File: src/rtl/seven_seg_pkg.sv
// Shared constants for the seven-segment scanner: hex font, segment bit
// positions and the output polarity helper.
package seven_seg_pkg;

  localparam int unsigned SEG_A  = 0;
  localparam int unsigned SEG_B  = 1;
  localparam int unsigned SEG_C  = 2;
  localparam int unsigned SEG_D  = 3;
  localparam int unsigned SEG_E  = 4;
  localparam int unsigned SEG_F  = 5;
  localparam int unsigned SEG_G  = 6;
  localparam int unsigned SEG_DP = 7;

  localparam int unsigned SEG_W  = 8;
  localparam int unsigned FONT_W = 7;

  // Active-high patterns, bit 0 = segment a ... bit 6 = segment g.
  localparam logic [FONT_W-1:0] HEX_FONT [16] = '{
    7'h3F, 7'h06, 7'h5B, 7'h4F, 7'h66, 7'h6D, 7'h7D, 7'h07,
    7'h7F, 7'h6F, 7'h77, 7'h7C, 7'h39, 7'h5E, 7'h79, 7'h71
  };

  // Converts an active-high pattern into pin levels.
  function automatic logic [SEG_W-1:0] apply_polarity(input logic [SEG_W-1:0] pattern,
                                                      input logic             active_low);
    return active_low ? ~pattern : pattern;
  endfunction

endpackage

File: src/rtl/hex_to_seven_seg.sv
// Combinational nibble to seven-segment decoder (active-high, g..a).
module hex_to_seven_seg
  import seven_seg_pkg::*;
(
  input  logic [3:0]        nibble_i,
  output logic [FONT_W-1:0] pattern_c_o
);

  assign pattern_c_o = HEX_FONT[nibble_i];

endmodule

File: src/rtl/seven_seg_scanner.sv
// Time-multiplexed seven-segment driver: scan divider, frame shadowing,
// leading-zero blanking, PWM brightness and configurable pin polarity.
module seven_seg_scanner
  import seven_seg_pkg::*;
#(
  parameter int unsigned DIGITS             = 4,
  parameter int unsigned SCAN_DIVIDE_LOG2   = 17,
  parameter int unsigned BRIGHTNESS_BITS    = 4,
  parameter int unsigned SEGMENT_ACTIVE_LOW = 1,
  parameter int unsigned DIGIT_ACTIVE_LOW   = 1
) (
  input  logic                       clk_i,
  input  logic                       rst_i,
  input  logic [4*DIGITS-1:0]        data_i,
  input  logic [DIGITS-1:0]          decimal_point_i,
  input  logic                       blank_leading_zeros_i,
  input  logic [BRIGHTNESS_BITS-1:0] brightness_i,
  input  logic                       enable_i,
  output logic [SEG_W-1:0]           segment_o,
  output logic [DIGITS-1:0]          digit_o,
  output logic                       frame_start_o
);

  localparam int unsigned DATA_W = 4 * DIGITS;
  localparam int unsigned IDX_W  = (DIGITS > 1) ? $clog2(DIGITS) : 1;
  localparam int unsigned SLOT_W = SCAN_DIVIDE_LOG2;
  localparam int unsigned BRT_W  = BRIGHTNESS_BITS;

  localparam logic              SEG_AL  = (SEGMENT_ACTIVE_LOW != 0);
  localparam logic              DIG_AL  = (DIGIT_ACTIVE_LOW != 0);
  localparam logic [SEG_W-1:0]  SEG_OFF = apply_polarity(8'h00, SEG_AL);
  localparam logic [DIGITS-1:0] DIG_OFF = {DIGITS{DIG_AL}};

  if (SCAN_DIVIDE_LOG2 < BRIGHTNESS_BITS || DIGITS < 1 || BRIGHTNESS_BITS < 1) begin : g_bad_params
    $error("seven_seg_scanner: illegal parameter combination");
  end

  logic [SLOT_W-1:0] slot_q, slot_d;
  logic [IDX_W-1:0]  idx_q, idx_d;
  logic [DATA_W-1:0] data_q, data_d;
  logic [DIGITS-1:0] dp_q, dp_d;
  logic              blz_q, blz_d;
  logic [SEG_W-1:0]  segment_q, segment_d;
  logic [DIGITS-1:0] digit_q, digit_d;
  logic              frame_start_q, frame_start_d;

  logic              frame_load_c;
  logic [3:0]        nibble_c;
  logic              dp_sel_c;
  logic              blank_c;
  logic              zero_run_c;
  logic [FONT_W-1:0] font_c;
  logic              pwm_lit_c;
  logic              active_c;
  logic [SEG_W-1:0]  seg_pattern_c;
  logic [DIGITS-1:0] digit_sel_c;

  // Slot counter and digit index; a frame starts whenever both are zero.
  always_comb begin
    slot_d       = slot_q + SLOT_W'(1);
    idx_d        = idx_q;
    frame_load_c = (slot_q == '0) && (idx_q == '0);
    if (&slot_q) begin
      if (idx_q == IDX_W'(DIGITS - 1)) begin
        idx_d = '0;
      end else begin
        idx_d = idx_q + IDX_W'(1);
      end
    end
  end

  // Shadow capture; the loading cycle already displays the new values.
  always_comb begin
    data_d        = data_q;
    dp_d          = dp_q;
    blz_d         = blz_q;
    frame_start_d = frame_load_c;
    if (frame_load_c) begin
      data_d = data_i;
      dp_d   = decimal_point_i;
      blz_d  = blank_leading_zeros_i;
    end
  end

  // Nibble/DP of the scanned digit and its leading-zero blank flag.
  always_comb begin
    nibble_c   = 4'h0;
    dp_sel_c   = 1'b0;
    blank_c    = 1'b0;
    zero_run_c = 1'b1;
    for (int i = int'(DIGITS) - 1; i >= 0; i--) begin
      zero_run_c = zero_run_c && (data_d[4*i +: 4] == 4'h0);
      if (idx_q == IDX_W'(i)) begin
        nibble_c = data_d[4*i +: 4];
        dp_sel_c = dp_d[i];
        blank_c  = (i != 0) && blz_d && zero_run_c;
      end
    end
  end

  hex_to_seven_seg u_decoder (
    .nibble_i    (nibble_c),
    .pattern_c_o (font_c)
  );

  // PWM gate, pattern assembly and polarity.
  always_comb begin
    pwm_lit_c     = (slot_q[SLOT_W-1 -: BRT_W] <= brightness_i);
    active_c      = enable_i && pwm_lit_c;
    seg_pattern_c = '0;
    if (!blank_c) begin
      seg_pattern_c[SEG_DP]      = dp_sel_c;
      seg_pattern_c[SEG_G:SEG_A] = font_c;
    end
    digit_sel_c = DIGITS'(1) << idx_q;
    segment_d   = SEG_OFF;
    digit_d     = DIG_OFF;
    if (active_c) begin
      segment_d = apply_polarity(seg_pattern_c, SEG_AL);
      digit_d   = digit_sel_c ^ DIG_OFF;
    end
  end

  always_ff @(posedge clk_i) begin
    if (rst_i) begin
      slot_q        <= '0;
      idx_q         <= '0;
      data_q        <= '0;
      dp_q          <= '0;
      blz_q         <= 1'b0;
      segment_q     <= SEG_OFF;
      digit_q       <= DIG_OFF;
      frame_start_q <= 1'b0;
    end else begin
      slot_q        <= slot_d;
      idx_q         <= idx_d;
      data_q        <= data_d;
      dp_q          <= dp_d;
      blz_q         <= blz_d;
      segment_q     <= segment_d;
      digit_q       <= digit_d;
      frame_start_q <= frame_start_d;
    end
  end

  assign segment_o     = segment_q;
  assign digit_o       = digit_q;
  assign frame_start_o = frame_start_q;

endmodule

File: config.mk
export PLATFORM = sky130hd
export DESIGN_NAME = seven_seg_scanner
export DESIGN_NICKNAME = d
export VERILOG_FILES = /design/src/rtl/seven_seg_pkg.sv /design/src/rtl/hex_to_seven_seg.sv /design/src/rtl/seven_seg_scanner.sv
export SDC_FILE = /design/constraint.sdc
export NUM_CORES = 1
export LEC_CHECK = 0
export ABC_AREA = 1
export CAP_MARGIN = 40
export CORE_UTILIZATION = 45
export CTS_CLUSTER_DIAMETER = 120
export DETAILED_ROUTE_END_ITERATION = 7
export MAX_ROUTING_LAYER = met4
export PLACE_DENSITY = 0.77
export REMOVE_ABC_BUFFERS = 1
export SLEW_MARGIN = 10
export SYNTH_ARGS = -nofsm -noshare
export SYNTH_HDL_FRONTEND = slang
export SYNTH_SLANG_ARGS = --single-unit
File: constraint.sdc
create_clock -name clk_i -period 2.1 [get_ports clk_i]
set_input_delay 0.525 -clock clk_i [delete_from_list [all_inputs] [get_ports clk_i]]
set_output_delay 0.525 -clock clk_i [all_outputs]
set_load 0.05 [all_outputs]
Fig. 1: ports around the boundary
Drawn at 6 px/um. Pins as bars across the die edge, other pins in gray.
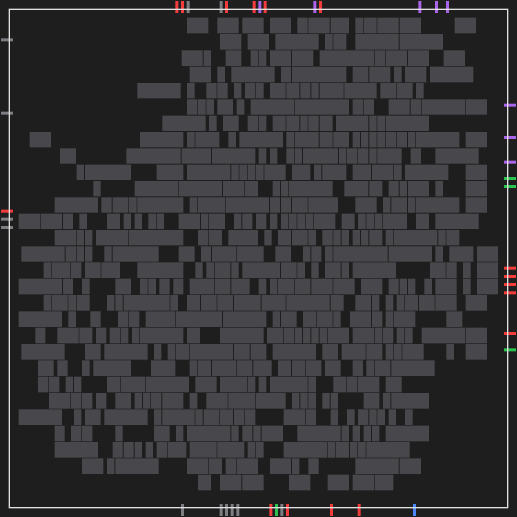
`segment_o`: in purple, pins 8, direction output, edge 5 top, 3 right. `data_i`: in red, pins 16, direction input, edge 6 top, 5 right, 4 bottom, 1 left. `frame_start_o`: in blue, pins 1, direction output, edge bottom. `digit_o`: in green, pins 4, direction output, edge 3 right, 1 bottom.
All pins by edge: 13 top, 12 bottom, 11 right, 5 left.
Die H: 82.82 um
Die W: 82.82 um

Fig. 2: met3 routing
Drawn at 6 px/um. Cells faint in the background.
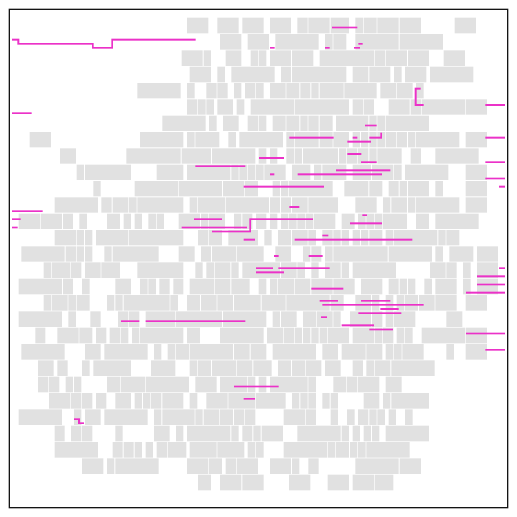
47 nets have wire on it. The layer holds 4.0% of the routed length. The longest straight run is 19.3 um. The layer carries 315 um of wire. The wires run mostly horizontal.
final WL: 7843 um
GR Util met3: 3.479%
DR vias: 2,954

Fig. 3: the metal 2 layer
Drawn at 6 px/um. Cells faint in the background.
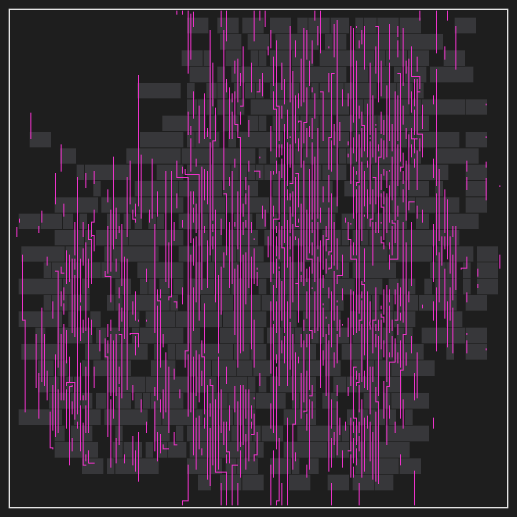
The wires run mostly vertical. The longest straight run is 39.4 um. The layer carries 4,050 um of wire. 456 nets have wire on it. The layer holds 52% of the routed length.

Fig. 4: track usage over the die
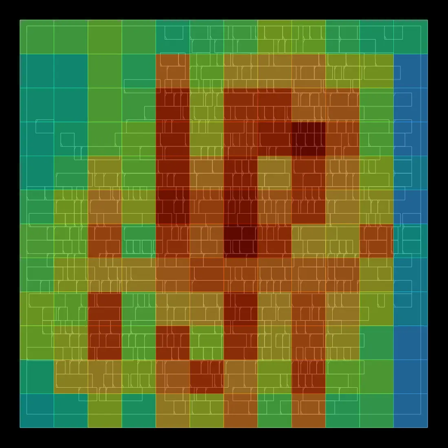
met1 usage: 25.31%
Avg WL per Cell: 13.69 um
grt peak-use layer: met2
fin util: 66.57%
M2 GR Usage: 38.60%

Fig. 5: signal metal coverage by tile
Drawn at 4 px/um. The die is cut into 17 by 17 equal tiles; dark blue is low, red is high, scaled to the fullest tile. Values are wire area over tile area, all layers added.
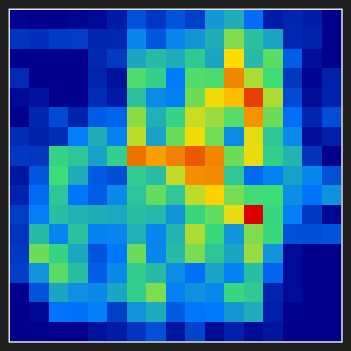
The densest ninth of the die: center. 14% of the tiles are nearly empty. The mean over all tiles is 0.18. 18% of the tiles are over half the peak. The fullest tile reaches 0.63.

==> results.toml <==
# synthesis and place-and-route metrics
[clock_network]
clock_sinks = 53
clk_latency_ps = 310
cts_buffers = 5
clockBufferDepth = 2
htreeDepth = 2
cts-root-buf = "clkbuf_8"
clkTransAtPathRegs_ps = 100
cts_tree = "built"

[job]
max_cap_viol_count = 0
tool_warnings = 36

[routing]
drc = 0
drtIter0Drc = 151
firstDrtPassIters = 5
vias_per_cell = 5.155
drtAntennaViolNets = 0

[layout]
n_antenna_cell = 0
fin_nets = 540
drive_gt1_share_pct = 32.86
syn_to_final_growth_pct = 43.00

[outcome]
status = "finished, violations left"
violations = "setup timing"

[yosys]
yosysTopAreaCell = "dfxtp_1"
postSynthAreaPerCell_um2 = 7.239
ys_ff = 53
synth_cells = 406
ys_area_um2 = 2939
ys.flop_type = "dfxtp_1"
yosysMostFrequentCell = "nand2_1"
area_leaders = "dfxtp_1 36%, nand2_1 9.5%, nand3_1 8.0%"
netlist_area_um2 = 2939
yosys-top-cells-count = "74 x nand2_1, 61 x inv_1, 53 x dfxtp_1"
edf_count = 0
yosysCellCount = 406
synth_warnings = 0
synthArstFlopShare_pct = 0
post-synth-top-area-fraction_pct = 36.10
yosysUniqueCellTypes = 34
synth_seq_share_pct = 36.10

[critical_path]
cp-end-kind = "register"
worstPathRequired_ps = 2300
crit_fanout = 9
crit_arrival_ps = 2350
r2r-end = "segment_o[4]"
crit_type = "register to register"
r2r-start = "slot_q[0]"
start_kind = "register"
r2r_cells = 17
r2r_slack_ps = -50

[final_timing]
slew_viol_final = 0
timing.fmax_mhz = 465.7
grt_setup_unrepaired = "true"
worst_pin_slew_ps = 497.1
period_used_pct = 102.2
fin_crit_ps = 2147
setup_tns_ps = -82.48
setup_ws_ps = -47.24
maxSlewHeadroom_pct = 66.76
finalSetupViolations = 3
finalClockSkew_ps = 13.23
hold_viol_final = 0

[placement]
portBuffers = 40
gp_congestion = 0.8229
dp_hpwl_um = 5109

[die]
core_region_area_um2 = 6314
io_pins = 41
rows = 29
fp_util_pct = 46.55
dieArea_um2 = 6858

[global_route]
grt.overflow.total = 0
grt_max_degree = 35
antenna_found_initial = 0
grt_usage_pct = 22.38
grt_pass1_wl_um = 12320
grt_pass1_vias = 2851

[hold_path]
hp-class = "register to register"
holdCritStartpoint = "data_q[1]"
hold_path_depth = 2
min_to = "data_q[1]"

[pwr]
vdd_drop_max_v = 0.0003677
p_per_area_nw_per_um2 = 603.7
leakagePower_nw = 1.894
per-layer routing:
layer	up-vias	wire, um
met5	-	0
li1	1471	-
met2	87	4046
met1	1369	3230
met4	0	251
met3	27	314
flip-flops by register name (all words and copies together) (netlist names):
signal	flops
frame_start_o	1
segment_o	8
dp_q	4
idx_q	2
data_q	16
blz_q	1
digit_o	4
slot_q	17
area by class of cell:
type                            instances  area, um^2
Tap cell                               77       96.34
Inverter                               67       264.0
Multi-Input combinational cell        279        1892
Clock inverter                          2       13.76
Clock buffer                            6       72.57
Sequential cell                        53        1069
Fill cell                             505        2111
Timing Repair Buffer                   89       795.8
per-stage QoR:
stage	cell area [um^2]	cells	setup slack (ps)	total power [W]	hold WS, ps
5_1_grt	4203	573	-172.7	0.002681	513.0
4_1_cts	3966	567	-17.70	0.002454	485.6
2_1_floorplan	2879	398	-322.4	0.001543	430.0
6_report	4203	573	-47.24	0.002537	481.3
3_3_place_gp	3646	551	-131.7	0.001774	459.4
3_5_place_dp	3646	551	-180.5	0.001795	472.0
cell usage in the layout (no fill, tap or decap), drive strengths merged, types with 6 or more instances in the layout:
| master | instances |
|---|---|
| a21oi | 27 |
| buf | 49 |
| clkbuf | 6 |
| clkdlybuf4s50 | 40 |
| dfxtp | 53 |
| ha | 17 |
| inv | 67 |
| nand2 | 89 |
| nand3 | 54 |
| nor2 | 52 |
| nor3 | 6 |
| o21ai | 15 |
cells by family after synthesis:
group                      Yosys count  share of synthesized area (%)
and+or+nand+nor                    209                          35.55
buffers and inverters               75                          10.60
DFF                                 53                          36.10
AOI/OAI and AO/OA                   47                          8.940
adders and majority gates           17                          7.237
xor gates and xnor gates             3                         0.8942
muxes                                2                         0.6812
repair_timing:
item	CTS	global route
resized	47	44
setup buffers	8	5
hold endpoints to repair	0	0
pin swaps	20	30
gates cloned	0	1
hold buffers	0	0
endpoints found under the setup margin	9	11
worst max path at each step:
stage | slack, ps | endpoint | from
5_1_grt | -170 | segment_o[2] | slot_q[15]
3_3_place_gp | -130 | segment_o[5] | brightness_i[3]
3_5_place_dp | -180 | segment_o[5] | brightness_i[3]
6_report | -50 | segment_o[4] | slot_q[0]
4_1_cts | -20 | segment_o[3] | slot_q[1]
2_1_floorplan | -320 | segment_o[3] | idx_q[0]
where the power goes:
part	internal [W]	switching, W	leakage [nW]
combinational	0.000365	0.000498	1.41
clock	0.000238	0.000341	0.0456
sequential	0.00107	0.0000237	0.437
worst max-delay path, cell delays in order (launching register included):
cell,delay (ps)
dfxtp_2,340
inv_2,70
ha_4,150
inv_2,30
nor2_2,80
nand3_2,80
nor2_4,190
buf_6,140
buf_4,120
nand3_4,60
nand3_2,80
nand3_2,110
nand2_4,110
nand2_8,90
inv_4,80
nand2_1,100
nand2_1,110
nand3_1,100
Power and IR drop assume default switching activity.
